===== src/rtl/rc4_pkg.sv =====
// Shared types and default sizing for the RC4 keystream consumer.
package rc4_pkg;

  typedef logic [7:0] byte_t;

  typedef enum logic [1:0] {
    IDLE  = 2'd0,
    RUN   = 2'd1,
    DRAIN = 2'd2,
    DONE  = 2'd3
  } state_t;

  localparam int KS_DEPTH_DEF = 4;
  localparam int LEN_W_DEF    = 16;

endpackage


===== src/rtl/rc4_stream_xor_if.sv =====
// Keystream, data-in and data-out byte streams between the XOR stage and its neighbours.
interface rc4_stream_xor_if;
  import rc4_pkg::*;

  // All three streams: a byte moves on a rising edge where valid && ready;
  // while valid is high and ready is low the producer holds its byte unchanged.
  logic  ks_valid;
  byte_t ks_byte;
  logic  ks_ready;
  logic  din_valid;
  byte_t din;
  logic  din_ready;
  logic  dout_valid;
  byte_t dout;
  logic  dout_ready;

  modport master (
    output ks_valid, ks_byte, din_valid, din, dout_ready,
    input  ks_ready, din_ready, dout_valid, dout
  );

  modport slave (
    input  ks_valid, ks_byte, din_valid, din, dout_ready,
    output ks_ready, din_ready, dout_valid, dout
  );

endinterface


===== src/rtl/rc4_ks_fifo.sv =====
// Keystream byte FIFO; binary pointers carry one extra wrap bit to tell full from empty.
module rc4_ks_fifo
  import rc4_pkg::*;
#(
  parameter int DEPTH = KS_DEPTH_DEF
) (
  input  logic  clk,
  input  logic  rst,
  input  logic  push,
  input  logic  pop,
  input  logic  flush,
  input  byte_t wdata,
  output byte_t rdata,
  output logic  full,
  output logic  empty
);

  localparam int AW = $clog2(DEPTH);

  logic [AW:0] wr_ptr;
  logic [AW:0] rd_ptr;
  byte_t       mem [DEPTH];
  logic        do_push;
  logic        do_pop;

  assign empty = (wr_ptr == rd_ptr);
  assign full  = (wr_ptr[AW] != rd_ptr[AW]) && (wr_ptr[AW-1:0] == rd_ptr[AW-1:0]);
  // A push is refused while full even if a pop frees a slot on the same edge.
  assign do_push = push && !full && !flush;
  assign do_pop  = pop && !empty && !flush;
  assign rdata   = mem[rd_ptr[AW-1:0]];

  always_ff @(posedge clk or posedge rst) begin
    if (rst) begin
      wr_ptr <= '0;
      rd_ptr <= '0;
    end else if (flush) begin
      wr_ptr <= '0;
      rd_ptr <= '0;
    end else begin
      if (do_push) wr_ptr <= wr_ptr + 1'b1;
      if (do_pop)  rd_ptr <= rd_ptr + 1'b1;
    end
  end

  always_ff @(posedge clk) begin
    if (do_push) mem[wr_ptr[AW-1:0]] <= wdata;
  end

endmodule


===== src/rtl/rc4_stream_xor.sv =====
// XORs each data byte with the next buffered RC4 keystream byte, one message per start pulse.
module rc4_stream_xor
  import rc4_pkg::*;
#(
  parameter int KS_DEPTH = KS_DEPTH_DEF,
  parameter int LEN_W    = LEN_W_DEF
) (
  input  logic             clk,
  input  logic             rst,
  input  logic             start,
  input  logic [LEN_W-1:0] msg_len,
  rc4_stream_xor_if.slave  bus,
  output logic             busy,
  output logic             done,
  output logic [LEN_W-1:0] byte_count,
  output state_t           state_dbg
);

  state_t           state;
  logic [LEN_W-1:0] remaining;
  byte_t            dout_q;
  logic             dout_valid_q;
  byte_t            fifo_head;
  logic             fifo_full;
  logic             fifo_empty;
  logic             start_acc;
  logic             ks_push;
  logic             out_free;
  logic             din_xfer;

  assign start_acc = (state == IDLE) && start;
  // Keystream intake is closed on the start-accept edge so every message begins on fresh bytes.
  assign bus.ks_ready  = !rst && !fifo_full && !start_acc;
  assign ks_push       = bus.ks_valid && bus.ks_ready;
  assign out_free      = !dout_valid_q || bus.dout_ready;
  assign bus.din_ready = (state == RUN) && !fifo_empty && out_free && (remaining != '0);
  assign din_xfer      = bus.din_valid && bus.din_ready;
  assign bus.dout       = dout_q;
  assign bus.dout_valid = dout_valid_q;
  assign state_dbg      = state;

  rc4_ks_fifo #(.DEPTH(KS_DEPTH)) u_ks_fifo (
    .clk   (clk),
    .rst   (rst),
    .push  (ks_push),
    .pop   (din_xfer),
    .flush (start_acc),
    .wdata (bus.ks_byte),
    .rdata (fifo_head),
    .full  (fifo_full),
    .empty (fifo_empty)
  );

  always_ff @(posedge clk or posedge rst) begin
    if (rst) begin
      state        <= IDLE;
      remaining    <= '0;
      byte_count   <= '0;
      dout_q       <= '0;
      dout_valid_q <= 1'b0;
      busy         <= 1'b0;
      done         <= 1'b0;
    end else begin
      done <= 1'b0;
      if (din_xfer) begin
        dout_q       <= bus.din ^ fifo_head;
        dout_valid_q <= 1'b1;
        remaining    <= remaining - LEN_W'(1);
        byte_count   <= byte_count + LEN_W'(1);
      end else if (bus.dout_ready) begin
        dout_valid_q <= 1'b0;
      end
      case (state)
        IDLE: begin
          if (start) begin
            byte_count <= '0;
            if (msg_len != '0) begin
              remaining <= msg_len;
              busy      <= 1'b1;
              state     <= RUN;
            end else begin
              state <= DONE;
            end
          end
        end
        RUN: begin
          if (din_xfer && (remaining == LEN_W'(1))) state <= DRAIN;
        end
        DRAIN: begin
          if (out_free) begin
            busy  <= 1'b0;
            state <= DONE;
          end
        end
        DONE: begin
          done  <= 1'b1;
          state <= IDLE;
        end
        default: state <= IDLE;
      endcase
    end
  end

endmodule


===== src/flat_wrapper.sv =====
// flat-port wrapper written by rule: the top's interface ports become plain ports
module rc4_stream_xor_flat import rc4_pkg::*;
#(
  parameter int KS_DEPTH = KS_DEPTH_DEF,
  parameter int LEN_W    = LEN_W_DEF
)
  (clk, rst, start, msg_len, busy, done, byte_count, state_dbg, bus_ks_valid, bus_ks_byte, bus_din_valid, bus_din, bus_dout_ready, bus_ks_ready, bus_din_ready, bus_dout_valid, bus_dout);
  rc4_stream_xor_if bus_i ();
  input  logic clk;
  input  logic rst;
  input  logic start;
  input  logic [LEN_W-1:0] msg_len;
  output logic busy;
  output logic done;
  output logic [LEN_W-1:0] byte_count;
  output state_t state_dbg;
  input wire logic [$bits(bus_i.ks_valid)-1:0] bus_ks_valid;
  input wire logic [$bits(bus_i.ks_byte)-1:0] bus_ks_byte;
  input wire logic [$bits(bus_i.din_valid)-1:0] bus_din_valid;
  input wire logic [$bits(bus_i.din)-1:0] bus_din;
  input wire logic [$bits(bus_i.dout_ready)-1:0] bus_dout_ready;
  output wire logic [$bits(bus_i.ks_ready)-1:0] bus_ks_ready;
  output wire logic [$bits(bus_i.din_ready)-1:0] bus_din_ready;
  output wire logic [$bits(bus_i.dout_valid)-1:0] bus_dout_valid;
  output wire logic [$bits(bus_i.dout)-1:0] bus_dout;
  assign bus_i.ks_valid = bus_ks_valid;
  assign bus_i.ks_byte = bus_ks_byte;
  assign bus_i.din_valid = bus_din_valid;
  assign bus_i.din = bus_din;
  assign bus_i.dout_ready = bus_dout_ready;
  assign bus_ks_ready = bus_i.ks_ready;
  assign bus_din_ready = bus_i.din_ready;
  assign bus_dout_valid = bus_i.dout_valid;
  assign bus_dout = bus_i.dout;
  rc4_stream_xor #(.KS_DEPTH(KS_DEPTH), .LEN_W(LEN_W)) u_core (.clk(clk), .rst(rst), .start(start), .msg_len(msg_len), .bus(bus_i), .busy(busy), .done(done), .byte_count(byte_count), .state_dbg(state_dbg));
endmodule

===== config.mk =====
export PLATFORM = sky130hd
export DESIGN_NAME = rc4_stream_xor_flat
export DESIGN_NICKNAME = d
export VERILOG_FILES = /design/src/rtl/rc4_pkg.sv /design/src/rtl/rc4_stream_xor_if.sv /design/src/rtl/rc4_ks_fifo.sv /design/src/rtl/rc4_stream_xor.sv /design/src/flat_wrapper.sv
export SDC_FILE = /design/constraint.sdc
export NUM_CORES = 1
export LEC_CHECK = 0
export ABC_AREA = 1
export ABC_CLOCK_PERIOD_IN_PS = 3850
export CAP_MARGIN = 20
export CORE_UTILIZATION = 54
export DETAILED_ROUTE_END_ITERATION = 12
export PLACE_DENSITY = 0.79
export SYNTH_ARGS = -nofsm -noshare
export SYNTH_HDL_FRONTEND = slang
export SYNTH_SLANG_ARGS = --single-unit

===== constraint.sdc =====
create_clock -name clk -period 3.85 [get_ports clk]
set_input_delay 0.385 -clock clk [delete_from_list [all_inputs] [get_ports clk]]
set_output_delay 0.385 -clock clk [all_outputs]
set_load 0.02 [all_outputs]

==> deck_impl_summary.md <==
Flow Results at a Glance

Status
  • Status: finished, final reports clean

Cells and area
  • Flop share of the area: 0.395
  • Inverters: 71
  • Bufs w/o clock: 69
  • Register area: 2240 um^2
  • Logic share of the area: 0.375
  • Max FFs per register: 32
  • # diodes: 0
  • Area Growth Syn to Fin: 18.9%
  • Post-route insts no fill: 772

CTS
  • PostCTS Resize Cnt: 0
  • Clock buffer depth: 2
  • Sink Count: 83
  • Post-CTS setup buffers: 0
  • Root Buffer: clkbuf_8
  • Num CTS Buffers: 9

Power and ir drop
  • LEAKAGE: 2.63 nW
  • P per Cell Area: 628 nW/um^2
  • Worst VDD drop: 0.396 mV
  • Switching share of total power: 0.444
  • Clock Power: 0.648 mW
  • Clock Power Share: 0.182
  • Top pwr grp: combinational cells
  • Comb. pwr: 1.57 mW
  • Sequential share of power: 0.377
  • Comb pwr share: 0.441
  • Seq power: 1.34 mW
  • Internal Power: 1.98 mW

Critical path
  • Setup crit end: bus_din_ready
  • Critical Path End Type: output pin
  • Flop2flop setup slack: 1.12 ns
  • Setup Crit Path Kind: reg2out
  • CP max FO: 19
  • CP top delay family: buffers and inverters
  • Crit path buffers/inverters: 2
  • CP max-delay cell: dfrtp_1
  • Critical Path Stages: 7
  • Reg2Reg Depth: 8
  • Worst path max stage delay: 0.75 ns
  • CP most frequent cell: nand2_1
  • Startpoint Class: flop

Logic synthesis
  • Dominant comb cell: simple AND/OR/NAND/NOR gates
  • Distinct lib cells: 41
  • Xor+xnor area frac: 0.0423
  • Synth Register Bits: 83
  • Post-synthesis mux area share: 0
  • Synthesized Nets: 650
  • Synth top cells by count: nand2_1, inv_1, nand3_1
  • Yosys stat cell total: 598
  • Synthesis area per yosys: 4760 um^2
  • Adder-cell area share of the yosys netlist: 0.0368
  • Synth Seq Share: 0.470
  • Synth top area cells: dfrtp_1, edfxtp_1, nand2_1, nand3_1, inv_1

Final timing
  • Final period util: 0.783
  • Slew margin rel.: 0.529
  • RSZ-0062 raised after global routing: no
  • Clock Skews: 0.0120 ns
  • Post-route setup TNS: 0 ns
  • Fmax: 332 MHz
  • Endpoints failing hold: 0
  • # setup viols final: 0
  • Least-Margin Pin Slew: 0.704 ns

Floorplan
  • Core area: 8380 um^2
  • Io pins: 69

Place
  • Placed instance count: 756
  • PortBufs: 68
  • Routability Congestion: 0.899

Detailed routing
  • Initial DRC Count: 240
  • Post-route ant nets: 0
  • Vias per cell: 5.17
  • DRT Wirelength: 11,000 um
  • TritonRoute pass-1 iters: 5

Global routing
  • Initial antenna violation count: 0
  • Vias in the first global route: 3,742

Worst hold path
  • Hold endpoint: u_core.bus.dout[2]$_DFFE_PP0N_
  • Hold depth: 2
  • Classification of the worst-slack hold path: reg2reg
-- per-layer routing --
layer / share of wire / vias up / wire [um] / global-route usage
met2: 0.49 / 113 / 5440 / 0.438
met5: 0 / - / 0 / 0
li1: - / 2025 / - / -
met1: 0.44 / 1836 / 4890 / 0.350
met3: 0.047 / 14 / 514 / 0.0371
met4: 0.015 / 0 / 161 / 0.0871
-- through the flow --
step / hold WS (ns) / util / instance area [um^2] / worst slack (ns)
CTS: 0.504 / 0.676 / 5670 / 0.846
detailed placement: 0.478 / 0.652 / 5460 / 1.07
floorplan: 0.484 / - / 4760 / 1.08
finish: 0.502 / 0.676 / 5670 / 0.835
global route: 0.531 / 0.676 / 5670 / 0.672
global placement: 0.468 / 0.652 / 5460 / 1.27
Fig. 1: drive-strength map
Drawn at 4 px/um.
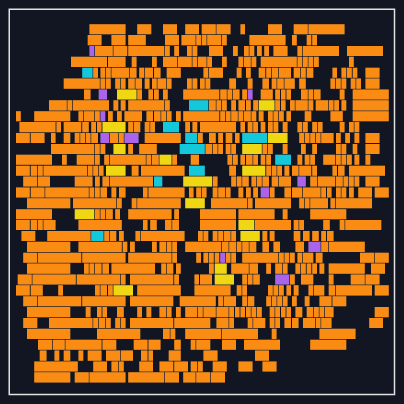
[orange] x1 and smaller | cells: 629 | share: 94%
[yellow] x6 and larger | cells: 17 | share: 2.5%
[cyan] x3 and x4 | cells: 10 | share: 1.5%
[purple] x2 | cells: 11 | share: 1.6%

Fig. 2: placement view
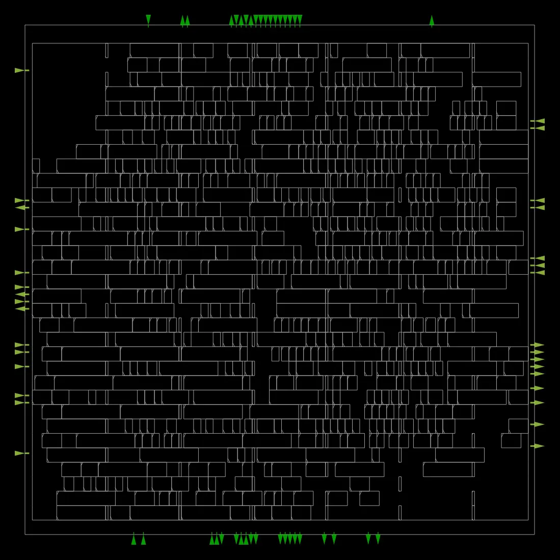
Seq cells: 83
well tap count: 105
Final Util: 0.676
row count: 33
fillers: 673

Fig. 3: met3 routing
Drawn at 3 px/um. Cells faint in the background.
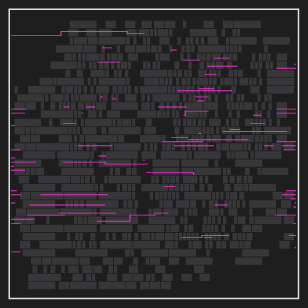
main direction: horizontal
longest straight run: 24.8 um
wire length on this layer: 515 um
nets with wire on the layer: 63

Power and IR drop assume default switching activity.
